<file path="src/rtl/signal_measure_core.sv">
// Two-channel measurement core: gated edge counts on both inputs, sig_in0->sig_in1
// rising-edge delay, and high/low time of sig_in1, all in sys_clk cycles.
module signal_measure_core #(
  parameter int unsigned GATE_CYCLES = 100_000_000
) (
  input  logic        sys_clk,
  input  logic        rst_n,
  input  logic        sig_in0,
  input  logic        sig_in1,
  output logic [31:0] sig_freq_cnt_buf1,
  output logic [31:0] sig_freq_cnt_buf2,
  output logic [31:0] phase_diff_cnt_buf,
  output logic [31:0] sig_in_high_cnt_buf,
  output logic [31:0] sig_in_low_cnt_buf
);

  localparam int unsigned GW = (GATE_CYCLES > 2) ? $clog2(GATE_CYCLES) : 1;
  localparam logic [GW-1:0] GATE_LAST = GW'(GATE_CYCLES - 1);

  // Counters stick at all-ones instead of wrapping.
  function automatic logic [31:0] sat_inc(input logic [31:0] v, input logic inc);
    return (inc && (v != 32'hFFFF_FFFF)) ? v + 32'd1 : v;
  endfunction

  // ---------------------------------------------------------------------------
  // Input synchronisers and rise detection (index 0 = sig_in0, 1 = sig_in1)
  // ---------------------------------------------------------------------------
  logic [1:0] meta_q, sync_q, prev_q;
  logic       rise0, rise1, level1;

  // NOTE: every register in this block is cleared by the asynchronous reset and
  // updated with non-blocking assignments, so all flops sample the same pre-edge values.
  always_ff @(posedge sys_clk or negedge rst_n) begin
    if (!rst_n) begin
      meta_q <= '0;
      sync_q <= '0;
      prev_q <= '0;
    end else begin
      meta_q <= {sig_in1, sig_in0};
      sync_q <= meta_q;
      prev_q <= sync_q;
    end
  end

  assign rise0  = sync_q[0] & ~prev_q[0];
  assign rise1  = sync_q[1] & ~prev_q[1];
  assign level1 = sync_q[1];

  // ---------------------------------------------------------------------------
  // Frequency: shared gate counter, per-channel edge counters
  // ---------------------------------------------------------------------------
  logic [GW-1:0] gate_q, gate_d;
  logic [31:0]   edge0_q, edge0_d, edge1_q, edge1_d;
  logic [31:0]   freq0_q, freq0_d, freq1_q, freq1_d;
  logic          gate_end;

  assign gate_end = (gate_q == GATE_LAST);

  // NOTE: each combinational block assigns every target a hold value first, so no
  // path through the if/else can leave a signal unassigned and infer a latch.
  always_comb begin
    gate_d  = gate_q + GW'(1);
    edge0_d = sat_inc(edge0_q, rise0);
    edge1_d = sat_inc(edge1_q, rise1);
    freq0_d = freq0_q;
    freq1_d = freq1_q;
    if (gate_end) begin
      gate_d  = '0;
      freq0_d = edge0_d;
      freq1_d = edge1_d;
      edge0_d = '0;
      edge1_d = '0;
    end
  end

  always_ff @(posedge sys_clk or negedge rst_n) begin
    if (!rst_n) begin
      gate_q  <= '0;
      edge0_q <= '0;
      edge1_q <= '0;
      freq0_q <= '0;
      freq1_q <= '0;
    end else begin
      gate_q  <= gate_d;
      edge0_q <= edge0_d;
      edge1_q <= edge1_d;
      freq0_q <= freq0_d;
      freq1_q <= freq1_d;
    end
  end

  // ---------------------------------------------------------------------------
  // Phase: cycles from a sig_in0 rise to the following sig_in1 rise
  // ---------------------------------------------------------------------------
  logic        armed_q, armed_d;
  logic [31:0] phase_cnt_q, phase_cnt_d;
  logic [31:0] phase_buf_q, phase_buf_d;

  always_comb begin
    armed_d     = armed_q;
    phase_cnt_d = phase_cnt_q;
    phase_buf_d = phase_buf_q;
    if (rise0 && rise1) begin
      phase_buf_d = '0;
      phase_cnt_d = '0;
      armed_d     = 1'b0;
    end else if (rise0) begin
      // A repeated reference edge restarts the measurement.
      phase_cnt_d = '0;
      armed_d     = 1'b1;
    end else if (rise1) begin
      if (armed_q) begin
        phase_buf_d = sat_inc(phase_cnt_q, 1'b1);
        armed_d     = 1'b0;
      end
    end else if (armed_q) begin
      phase_cnt_d = sat_inc(phase_cnt_q, 1'b1);
    end
  end

  always_ff @(posedge sys_clk or negedge rst_n) begin
    if (!rst_n) begin
      armed_q     <= 1'b0;
      phase_cnt_q <= '0;
      phase_buf_q <= '0;
    end else begin
      armed_q     <= armed_d;
      phase_cnt_q <= phase_cnt_d;
      phase_buf_q <= phase_buf_d;
    end
  end

  // ---------------------------------------------------------------------------
  // Duty: high/low time of sig_in1, latched per complete period
  // ---------------------------------------------------------------------------
  logic        primed_q, primed_d;
  logic [31:0] high_cnt_q, high_cnt_d, low_cnt_q, low_cnt_d;
  logic [31:0] high_buf_q, high_buf_d, low_buf_q, low_buf_d;

  always_comb begin
    primed_d   = primed_q;
    high_cnt_d = high_cnt_q;
    low_cnt_d  = low_cnt_q;
    high_buf_d = high_buf_q;
    low_buf_d  = low_buf_q;
    if (rise1) begin
      // The first rise after reset only starts a period; nothing complete to report.
      if (primed_q) begin
        high_buf_d = high_cnt_q;
        low_buf_d  = low_cnt_q;
      end
      high_cnt_d = 32'd1;
      low_cnt_d  = '0;
      primed_d   = 1'b1;
    end else if (level1) begin
      high_cnt_d = sat_inc(high_cnt_q, 1'b1);
    end else begin
      low_cnt_d  = sat_inc(low_cnt_q, 1'b1);
    end
  end

  always_ff @(posedge sys_clk or negedge rst_n) begin
    if (!rst_n) begin
      primed_q   <= 1'b0;
      high_cnt_q <= '0;
      low_cnt_q  <= '0;
      high_buf_q <= '0;
      low_buf_q  <= '0;
    end else begin
      primed_q   <= primed_d;
      high_cnt_q <= high_cnt_d;
      low_cnt_q  <= low_cnt_d;
      high_buf_q <= high_buf_d;
      low_buf_q  <= low_buf_d;
    end
  end

  assign sig_freq_cnt_buf1   = freq0_q;
  assign sig_freq_cnt_buf2   = freq1_q;
  assign phase_diff_cnt_buf  = phase_buf_q;
  assign sig_in_high_cnt_buf = high_buf_q;
  assign sig_in_low_cnt_buf  = low_buf_q;

endmodule

</file>
<file path="config.mk">
export PLATFORM = sky130hd
export DESIGN_NAME = signal_measure_core
export DESIGN_NICKNAME = d
export VERILOG_FILES = /design/src/rtl/signal_measure_core.sv
export SDC_FILE = /design/constraint.sdc
export NUM_CORES = 1
export LEC_CHECK = 0
export CAP_MARGIN = 40
export CORE_ASPECT_RATIO = 1.75
export CORE_MARGIN = 2
export CORE_UTILIZATION = 45
export DETAILED_ROUTE_END_ITERATION = 8
export PLACE_DENSITY_LB_ADDON = 0.15
export SYNTH_ARGS = -nofsm -noshare
export SYNTH_HDL_FRONTEND = slang
export SYNTH_SLANG_ARGS = --single-unit
export TNS_END_PERCENT = 100
</file>
<file path="constraint.sdc">
create_clock -name sys_clk -period 6 [get_ports sys_clk]
set_input_delay 0.6 -clock sys_clk [delete_from_list [all_inputs] [get_ports sys_clk]]
set_output_delay 0.6 -clock sys_clk [all_outputs]
set_load 0.02 [all_outputs]
</file>
run_1/cell_classes.png
Fill, decap, tap and diode cells in gray.
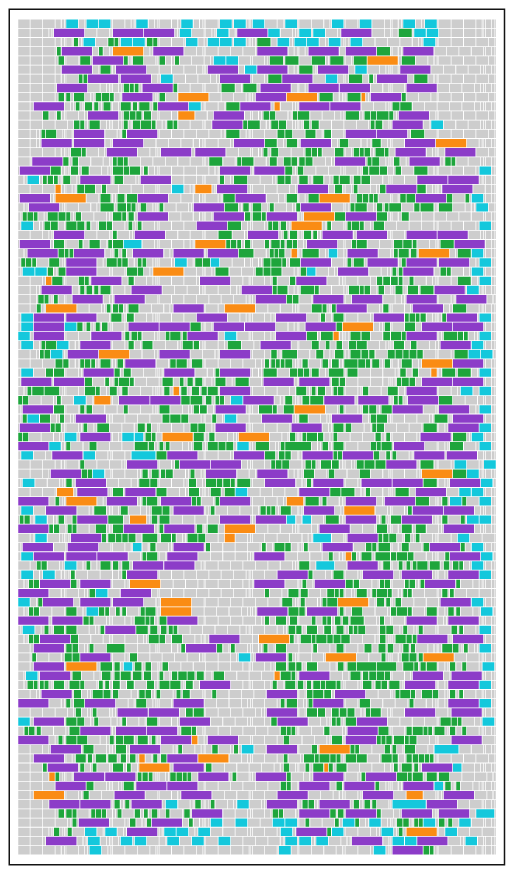
purple -> flops  # cells 355, share of their area 48%
cyan -> other buffers and delay cells  # cells 179, share of their area 9.8%
green -> all other logic  # cells 1132, share of their area 37%
orange -> clock drivers and dummy loads  # cells 59, share of their area 5.9%
end-of-flow core utilization: 54.7%
Rows: 91
Core ar.: 0.0351 mm²
register fraction of the total cell area: 46.3%
area of all placed cells without fillers: 0.0192 mm²

run_1/met1.png
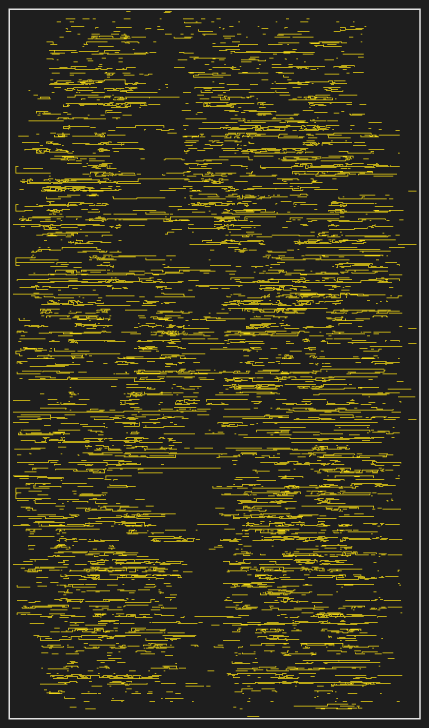
nets with wire on the layer = 1542
longest straight run = 44.6 µm
main direction = horizontal

run_1/met3.png
The bar under the picture is 50 µm long.
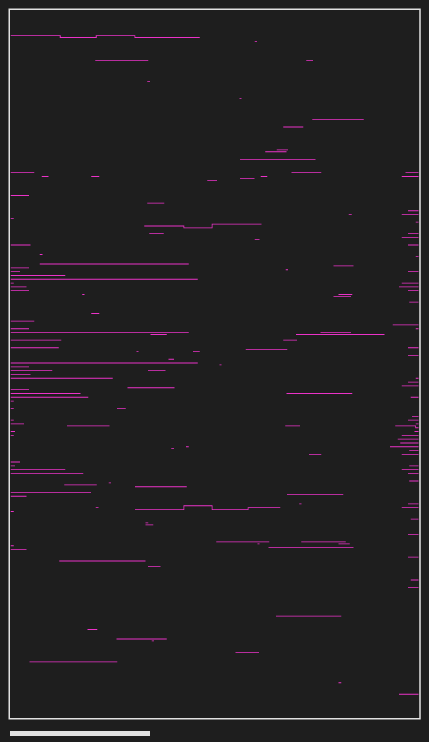
nets with wire on the layer = 111
wire length on this layer = 1460 µm
share of all routed wire = 4.1%
longest straight run = 66.5 µm

run_1/wire_density.png
The bar under the picture is 50 µm long. The die is cut into 15 by 25 equal tiles; dark blue is low, red is high, scaled to the fullest tile. Values are wire area over tile area, all layers added.
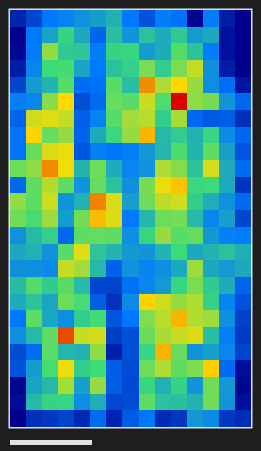
fullest tile = 0.38
densest ninth of the die = middle left
nearly empty tiles = 2.7%

## run 1: logic make-up (layout without fill, tap and decap cells)
logic type                 Yosys count  count (layout)
adders and majority gates            6               6
and+or+nand+nor                    694             694
buffers and inverters               82             252
xor gates and xnor gates           172             172
AOI/OAI and AO/OA                  171             171
DFF                                355             355
muxes                               75              75
## run 1: metal layers
metal	track usage [%]	wire [µm]
met1	24.0	14800
met2	34.6	18300
met3	3.51	1460
met4	6.93	1000
met5	0	0
==> results.ini, run 1 <==
[clock_network]
postCtsHoldBufs = 0
cts_post_setup_buffers_inserted = 0
cts-buffers-inserted = 34

[finish]
ff_latch_area_mm2 = 0.00888
comb_area_share_pct = 35.2
num-clock-buffers = 46
drive_above_1_share_pct = 8.87
flops = 355

[critical_path]
worst_r2r_startpoint = sync_q[1]$_DFF_PN0_
worst-path-buf-inv = 1
cp_num_cells = 6

[power]
comb_cell_power_uw = 352

[routing]
routed_wl_um = 35600
routed_via_density = 5.29

[logic_synthesis]
synth_async_sr_flop_share_pct = 100
ys_chip_area_mm2 = 0.0159
yosys.area_share.aoi_pct = 6.13
common_cells = 355 x sky130_fd_sc_hd__dfrtp_1, 247 x sky130_fd_sc_hd__nor2_1, 129 x sky130_fd_sc_hd__nand2_1
area_leaders = sky130_fd_sc_hd__dfrtp_1 56%, sky130_fd_sc_hd__nor2_1 5.8%, sky130_fd_sc_hd__xor2_1 4.9%, sky130_fd_sc_hd__xnor2_1 4.6%, sky130_fd_sc_hd__mux2_2 4.2%

[outcome]
result_of_the_run = completed

[placed_design]
portBuffers = 163

==> run 2: changes to the inputs <==
clock period = 2.8 ns   (was 6 ns; I/O delays follow)
run_2/met3.png
The bar under the picture is 50 µm long.
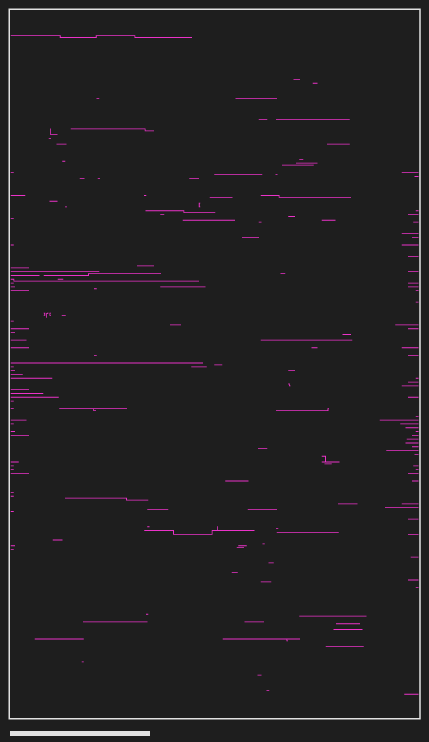
longest straight run = 68.3 µm
share of all routed wire = 3.4%

==> run 2 against run 1 <==
Net effect: largest power group unchanged; largest cell class unchanged; via count grew 2.5%; clock skew grew 0.0060 ns; sequential power grew 110%; sequential share of layout area shrank 0.85 points.
==> results.ini, run 2 <==
[logic_synthesis]
common_cells = 355 x sky130_fd_sc_hd__dfrtp_1, 247 x sky130_fd_sc_hd__nor2_1, 129 x sky130_fd_sc_hd__nand2_1
area_leaders = sky130_fd_sc_hd__dfrtp_1 56%, sky130_fd_sc_hd__nor2_1 5.8%, sky130_fd_sc_hd__xor2_1 4.9%, sky130_fd_sc_hd__xnor2_1 4.6%, sky130_fd_sc_hd__mux2_2 4.2%
yosys.area_share.aoi_pct = 6.13  ; unchanged

[critical_path]
critical_path.startpoint_type = flip-flop
worst-path-buf-inv = 1  ; unchanged

[global_route]
gr-max-usage-layer = met2
gr-usage-met3_pct = 2.95  ; -0.56 points
grt_util_met1_pct = 23.9  ; -0.043 points

[outcome]
result_of_the_run = completed

[routing]
remaining_drc_errors = 0
routed_via_density = 5.34  ; +0.94%
wl_met1_um = 15100  ; +1.8%
highest_signal_layer_in_the_routed_design = met5
dr_wl_met3_um = 1240  ; -15%

[finish]
end_of_flow_core_utilization_pct = 55.8  ; +1.0 points
drive_above_1_share_pct = 10.2  ; +1.4 points
ff_latch_area_mm2 = 0.00888  ; unchanged
final_cell_area_mm2 = 0.0196  ; +1.9%
comb_area_share_pct = 34.5  ; -0.65 points

[clock_network]
cts-buffers-inserted = 34  ; unchanged
clock-root-buffer = sky130_fd_sc_hd__clkbuf_16
postCtsHoldBufs = 1  ; +1

[placed_design]
portBuffers = 163  ; unchanged

[power]
comb_cell_power_uw = 777  ; +120%

[sta]
finalWorstPathRequiredPeriod_ns = 2.53

[floorplanning]
floorplan.core_area_mm2 = 0.0351  ; unchanged
core.rowCount = 91  ; unchanged

run_2/final_clocks.png
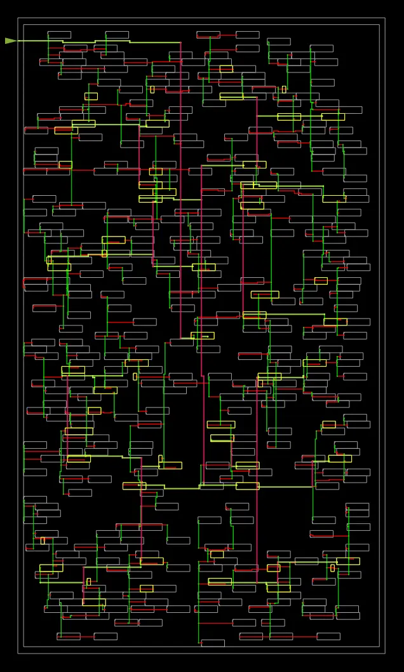
insertion delay to the later sink of the worst-skew pair: 0.52 ns
# clk buffers: 55
Max Clock Skew: 0.0174 ns
FFs & Latches: 355

[run 2: cell counts after synthesis]
Identical to the previous run, type by type.
[run 2: worst paths after layout]
kind / from / to / depth (start not counted)
min in group asynchronous: rst_n / phase_diff_cnt_buf[15]$_DFFE_PN0P_ / 2
max: phase_cnt_q[21]$_DFFE_PN0P_ / phase_cnt_q[6]$_DFFE_PN0P_ / 7
min: sig_in0 / meta_q[0]$_DFF_PN0_ / 1
max in group asynchronous: rst_n / sig_freq_cnt_buf2[28]$_DFFE_PN0N_ / 3
max reg2reg: phase_cnt_q[21]$_DFFE_PN0P_ / phase_cnt_q[6]$_DFFE_PN0P_ / 7
min reg2reg: meta_q[1]$_DFF_PN0_ / sync_q[1]$_DFF_PN0_ / 0
Power and IR drop assume default switching activity.
